`config.mk`:
```
export PLATFORM = sky130hd
export DESIGN_NAME = prom_word_loader
export DESIGN_NICKNAME = d
export VERILOG_FILES = /design/src/rtl/prom_word_loader.sv
export SDC_FILE = /design/constraint.sdc
export NUM_CORES = 1
export LEC_CHECK = 0
export ABC_AREA = 1
export CAP_MARGIN = 20
export CORE_MARGIN = 3
export CORE_UTILIZATION = 35
export CTS_CLUSTER_DIAMETER = 60
export DETAILED_ROUTE_END_ITERATION = 12
export GPL_TIMING_DRIVEN = 0
export PLACE_DENSITY_LB_ADDON = 0.05
export SYNTH_ARGS = -nofsm -noshare
export SYNTH_HDL_FRONTEND = slang
export SYNTH_SLANG_ARGS = --single-unit
```
`constraint.sdc`:
```
create_clock -name CLK -period 14.75 [get_ports CLK]
set_input_delay 2.2125 -clock CLK [delete_from_list [all_inputs] [get_ports CLK]]
set_output_delay 2.2125 -clock CLK [all_outputs]
set_load 0.01 [all_outputs]
```
`src/rtl/prom_word_loader.sv`:
```
// -----------------------------------------------------------------------------
// prom_word_loader
//
// Captures PROM bytes on the sequencer's byte-lane strobes, assembles them into
// 16-bit words (ECC=0) or 48-bit words (ECC=1), optionally checks a per-block
// CRC-16-CCITT, writes data words to the configuration memory and reports load
// status when the sequencer signals transfer done.
//
// Handshake: the sequencer is the only initiator. LDBn and INC are single-cycle
// qualifiers with no backpressure. The loader absorbs an INC every 2 cycles,
// and WE is a one-cycle write pulse that the memory must always accept.
//
// Ports
//   CLK, RST         clock, asynchronous active-high reset
//   PROM_DATA[7:0]   PROM byte bus, valid whenever any LDBn is high
//   LDB0..LDB5       byte-lane load strobes
//   INC              last byte of the current word is on PROM_DATA
//   RST_CNT          start-of-transfer clear; latches ECC and CRC
//   XFER_DONE        transfer complete
//   ECC, CRC         word-format and CRC-mode selects
//   WE, WADDR, WDATA registered memory write port
//   LOAD_DONE        one-cycle completion pulse
//   LOAD_OK          status of the last load (level)
//   CRC_ERR, ERR_BLKS sticky CRC failure flag and saturating failed-block count
//   OVF              sticky: INC arrived after the last expected word
//   DBG_STATE[2:0]   current FSM state (IDLE=0 DATA=1 CRC0=2 CRC1=3 FULL=4 DONE=5)
// -----------------------------------------------------------------------------
module prom_word_loader #(
  parameter logic [8:0] MAX_WRDS = 9'd34,
  parameter logic [8:0] NMAX     = 9'd10
) (
  input  logic        CLK,
  input  logic        RST,
  input  logic [7:0]  PROM_DATA,
  input  logic        LDB0,
  input  logic        LDB1,
  input  logic        LDB2,
  input  logic        LDB3,
  input  logic        LDB4,
  input  logic        LDB5,
  input  logic        INC,
  input  logic        RST_CNT,
  input  logic        XFER_DONE,
  input  logic        ECC,
  input  logic        CRC,
  output logic        WE,
  output logic [8:0]  WADDR,
  output logic [47:0] WDATA,
  output logic        LOAD_DONE,
  output logic        LOAD_OK,
  output logic        CRC_ERR,
  output logic [3:0]  ERR_BLKS,
  output logic        OVF,
  output logic [2:0]  DBG_STATE
);

  typedef enum logic [2:0] {
    S_IDLE = 3'd0,
    S_DATA = 3'd1,
    S_CRC0 = 3'd2,
    S_CRC1 = 3'd3,
    S_FULL = 3'd4,
    S_DONE = 3'd5
  } state_t;

  state_t      r_state;
  logic [7:0]  r_b [0:5];
  logic        r_ecc;
  logic        r_crc_mode;
  logic [8:0]  r_word_in_blk;
  logic [8:0]  r_blk;
  logic [8:0]  r_waddr_cnt;
  logic [15:0] r_crc;
  logic [15:0] r_exp;
  logic        r_we;
  logic [8:0]  r_waddr;
  logic [47:0] r_wdata;
  logic        r_load_done;
  logic        r_load_ok;
  logic        r_crc_err;
  logic [3:0]  r_err_blks;
  logic        r_ovf;

  logic [5:0]  w_ldb;
  logic [7:0]  w_b [0:5];
  logic [15:0] w_word16;
  logic [47:0] w_wdata;
  logic [15:0] w_crc_next;
  logic        w_crc_pass;

  // CRC-16-CCITT, poly 0x1021, MSB first, one 16-bit word per call.
  function automatic logic [15:0] crc16_step(input logic [15:0] c, input logic [15:0] d);
    logic [15:0] x;
    x = c;
    for (int i = 15; i >= 0; i--) begin
      if (x[15] ^ d[i]) x = {x[14:0], 1'b0} ^ 16'h1021;
      else              x = {x[14:0], 1'b0};
    end
    return x;
  endfunction

  assign w_ldb = {LDB5, LDB4, LDB3, LDB2, LDB1, LDB0};

  // The byte arriving this cycle bypasses its register so the word is
  // complete in the INC cycle itself.
  always_comb begin
    for (int i = 0; i < 6; i++) begin
      w_b[i] = w_ldb[i] ? PROM_DATA : r_b[i];
    end
  end

  assign w_word16   = {w_b[1], w_b[0]};
  assign w_wdata    = r_ecc ? {w_b[5], w_b[4], w_b[3], w_b[2], w_b[1], w_b[0]}
                            : {32'd0, w_word16};
  assign w_crc_next = crc16_step(r_crc, w_word16);
  assign w_crc_pass = (r_exp == r_crc) && (w_word16 == ~r_crc);

  always_ff @(posedge CLK or posedge RST) begin
    if (RST) begin
      r_state       <= S_IDLE;
      for (int i = 0; i < 6; i++) r_b[i] <= 8'd0;
      r_ecc         <= 1'b0;
      r_crc_mode    <= 1'b0;
      r_word_in_blk <= 9'd0;
      r_blk         <= 9'd0;
      r_waddr_cnt   <= 9'd0;
      r_crc         <= 16'hFFFF;
      r_exp         <= 16'd0;
      r_we          <= 1'b0;
      r_waddr       <= 9'd0;
      r_wdata       <= 48'd0;
      r_load_done   <= 1'b0;
      r_load_ok     <= 1'b0;
      r_crc_err     <= 1'b0;
      r_err_blks    <= 4'd0;
      r_ovf         <= 1'b0;
    end else begin
      r_we        <= 1'b0;
      r_load_done <= 1'b0;
      if (RST_CNT) begin
        // Start of a new transfer: LOAD_OK keeps reporting the previous load.
        r_state       <= S_IDLE;
        r_ecc         <= ECC;
        r_crc_mode    <= CRC;
        for (int i = 0; i < 6; i++) r_b[i] <= 8'd0;
        r_word_in_blk <= 9'd0;
        r_blk         <= 9'd0;
        r_waddr_cnt   <= 9'd0;
        r_crc         <= 16'hFFFF;
        r_crc_err     <= 1'b0;
        r_err_blks    <= 4'd0;
        r_ovf         <= 1'b0;
      end else begin
        for (int i = 0; i < 6; i++) begin
          if (w_ldb[i]) r_b[i] <= PROM_DATA;
        end
        if (XFER_DONE && (r_state != S_DONE)) begin
          r_state     <= S_DONE;
          r_load_done <= 1'b1;
          r_load_ok   <= (r_state == S_FULL) && !r_crc_err && !r_ovf;
        end else begin
          case (r_state)
            S_IDLE: r_state <= S_DATA;
            S_DATA: begin
              if (INC) begin
                r_we        <= 1'b1;
                r_waddr     <= r_waddr_cnt;
                r_wdata     <= w_wdata;
                r_waddr_cnt <= r_waddr_cnt + 9'd1;
                r_crc       <= w_crc_next;
                if (r_word_in_blk == MAX_WRDS - 9'd1) begin
                  if (r_crc_mode) begin
                    r_state       <= S_CRC0;
                    r_word_in_blk <= r_word_in_blk + 9'd1;
                  end else if (r_blk == NMAX - 9'd1) begin
                    r_state       <= S_FULL;
                    r_word_in_blk <= r_word_in_blk + 9'd1;
                  end else begin
                    r_blk         <= r_blk + 9'd1;
                    r_word_in_blk <= 9'd0;
                  end
                end else begin
                  r_word_in_blk <= r_word_in_blk + 9'd1;
                end
              end
            end
            S_CRC0: begin
              if (INC) begin
                r_exp   <= w_word16;
                r_state <= S_CRC1;
              end
            end
            S_CRC1: begin
              if (INC) begin
                if (!w_crc_pass) begin
                  r_crc_err <= 1'b1;
                  if (r_err_blks != 4'd15) r_err_blks <= r_err_blks + 4'd1;
                end
                r_crc         <= 16'hFFFF;
                r_word_in_blk <= 9'd0;
                if (r_blk == NMAX - 9'd1) begin
                  r_state <= S_FULL;
                end else begin
                  r_blk   <= r_blk + 9'd1;
                  r_state <= S_DATA;
                end
              end
            end
            S_FULL, S_DONE: begin
              if (INC) r_ovf <= 1'b1;
            end
            default: r_state <= S_IDLE;
          endcase
        end
      end
    end
  end

  assign WE        = r_we;
  assign WADDR     = r_waddr;
  assign WDATA     = r_wdata;
  assign LOAD_DONE = r_load_done;
  assign LOAD_OK   = r_load_ok;
  assign CRC_ERR   = r_crc_err;
  assign ERR_BLKS  = r_err_blks;
  assign OVF       = r_ovf;
  assign DBG_STATE = r_state;

endmodule

```
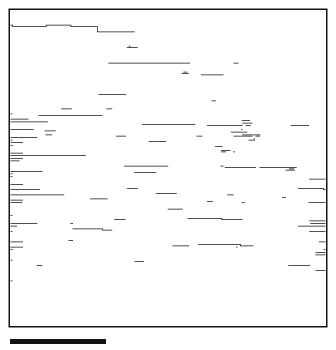
*Met3 routing*
Scale bar: 50 µm.
share of all routed wire	3.5%
nets with wire on the layer	81
wire length on this layer	879 µm
main direction	horizontal

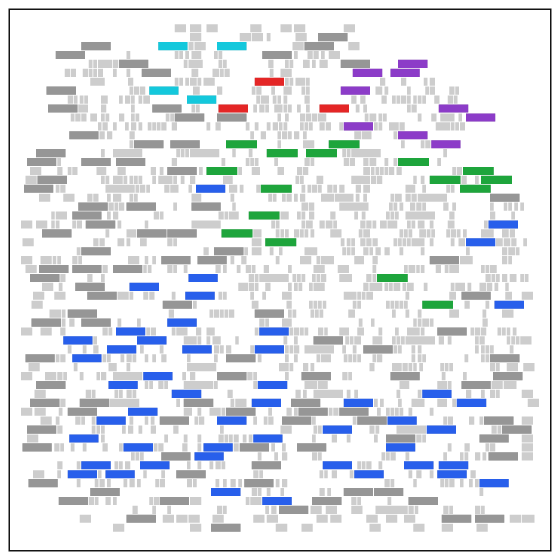
*Where the registers sit*
Other sequential cells in the stronger grey, the rest of the logic in the fainter grey.
colour	netlist name	sequential cells
purple	r_word_in_blk	9
red	DBG_STATE	3
green	r_crc	16
blue	r_b	48
cyan	ERR_BLKS	4
not coloured	98
flop share of the area: 41.9%
P_seq: 0.000609 W
storage element area: 4470 µm²

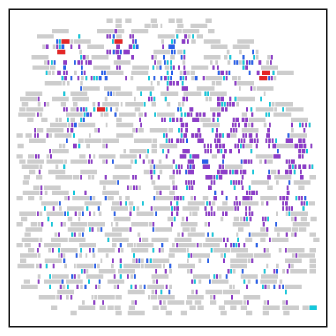
*Gate families picked out*
colour	family	cells
purple	NAND gates	441
blue	NOR gates	109
cyan	inverters	145
red	adder and majority cells	6

==> run summary <==
yosys + openroad results -> run status=completed, HPWL after DPL=around 18000 µm, CP Cell Sequence=clkdlybuf4s50_1 -> inv_1 -> nand2_1 -> nand3_1 -> nand2_1 -> nand2_4 -> nand2_4 -> nand2_2 -> nand3_1 -> nand2_1 -> nand2_1 -> nand3_1 -> o21ai_1 -> inv_1, #FFs+latches synth=approximately 180, Buf/Inv on CP=3, top layer in use=met5, adder share=less than 1%, Tool Warnings=28, placed insts=1535, Layout Skew=0.0140 ns, post-route setup TNS=0 ns, most frequent cell after synthesis=nand2_1, nonclk buf count=roughly 130, critical path class=primary input to flip-flop, post-route cell area=10700 µm², Post-CTS Hold Buffers=0, Worst Hold Launch=WADDR[3], clock buf count=18, initial antenna violation count=1, worst skew pair latency=about 0.44 ns, final net count=1257, switching power=between 0.0004 and 0.0005 W, Max VDD drop=62.0 µV, area fraction in mux cells=0%, combinational share of cell area=between 30 and 40%, Max-cap violations=0, Slowest-stage cell, CP=clkdlybuf4s50_1, Clk. pwr=0.000445 W, instance count on the critical path=14, Post-Synth AOI/OAI Area=11.4%, CP most frequent cell=nand2_1, Hold WS=0.488 ns, Die Y=165 µm, most used flip-flop cell after synthesis=dfrtp_1, well-tap cell count=around 320, cells after synthesis=1125, Logic pwr share=between 20% and 30%, filler instances=around 2.5k, grt total ovfl=0, layout cells sized above 1=9.41%, Sw Ratio=33.1%, Worst R2R Start=DBG_STATE[1], YS chip area=around 8800 µm², most common logic cells in the final layout=nand2_1 (323), dfrtp_1 (162), inv_1 (137), Cell Area, Synth=between 8000 and 9000 µm², clock-pin slew on the worst setup and hold paths=~0.070 ns
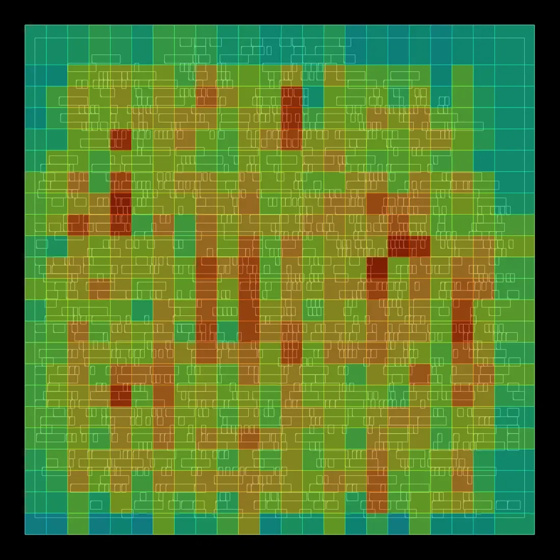
*Routing congestion*
GR Util met1: 29.1%
fin util: 43.5%
Tot GR Track Use: 19.8%
GR Util met3: 3.39%

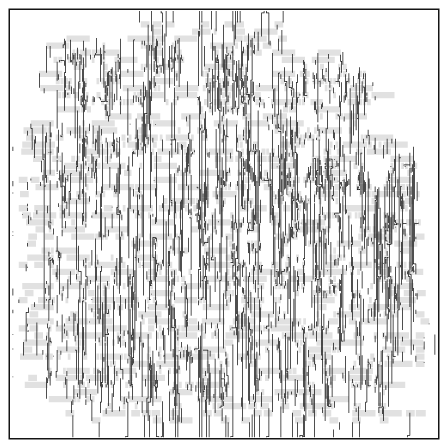
*Met2 routing*
nets with wire on the layer	968
longest straight run	82.1 µm
share of all routed wire	45%
main direction	vertical

Power is estimated from default activity; no workload was simulated.
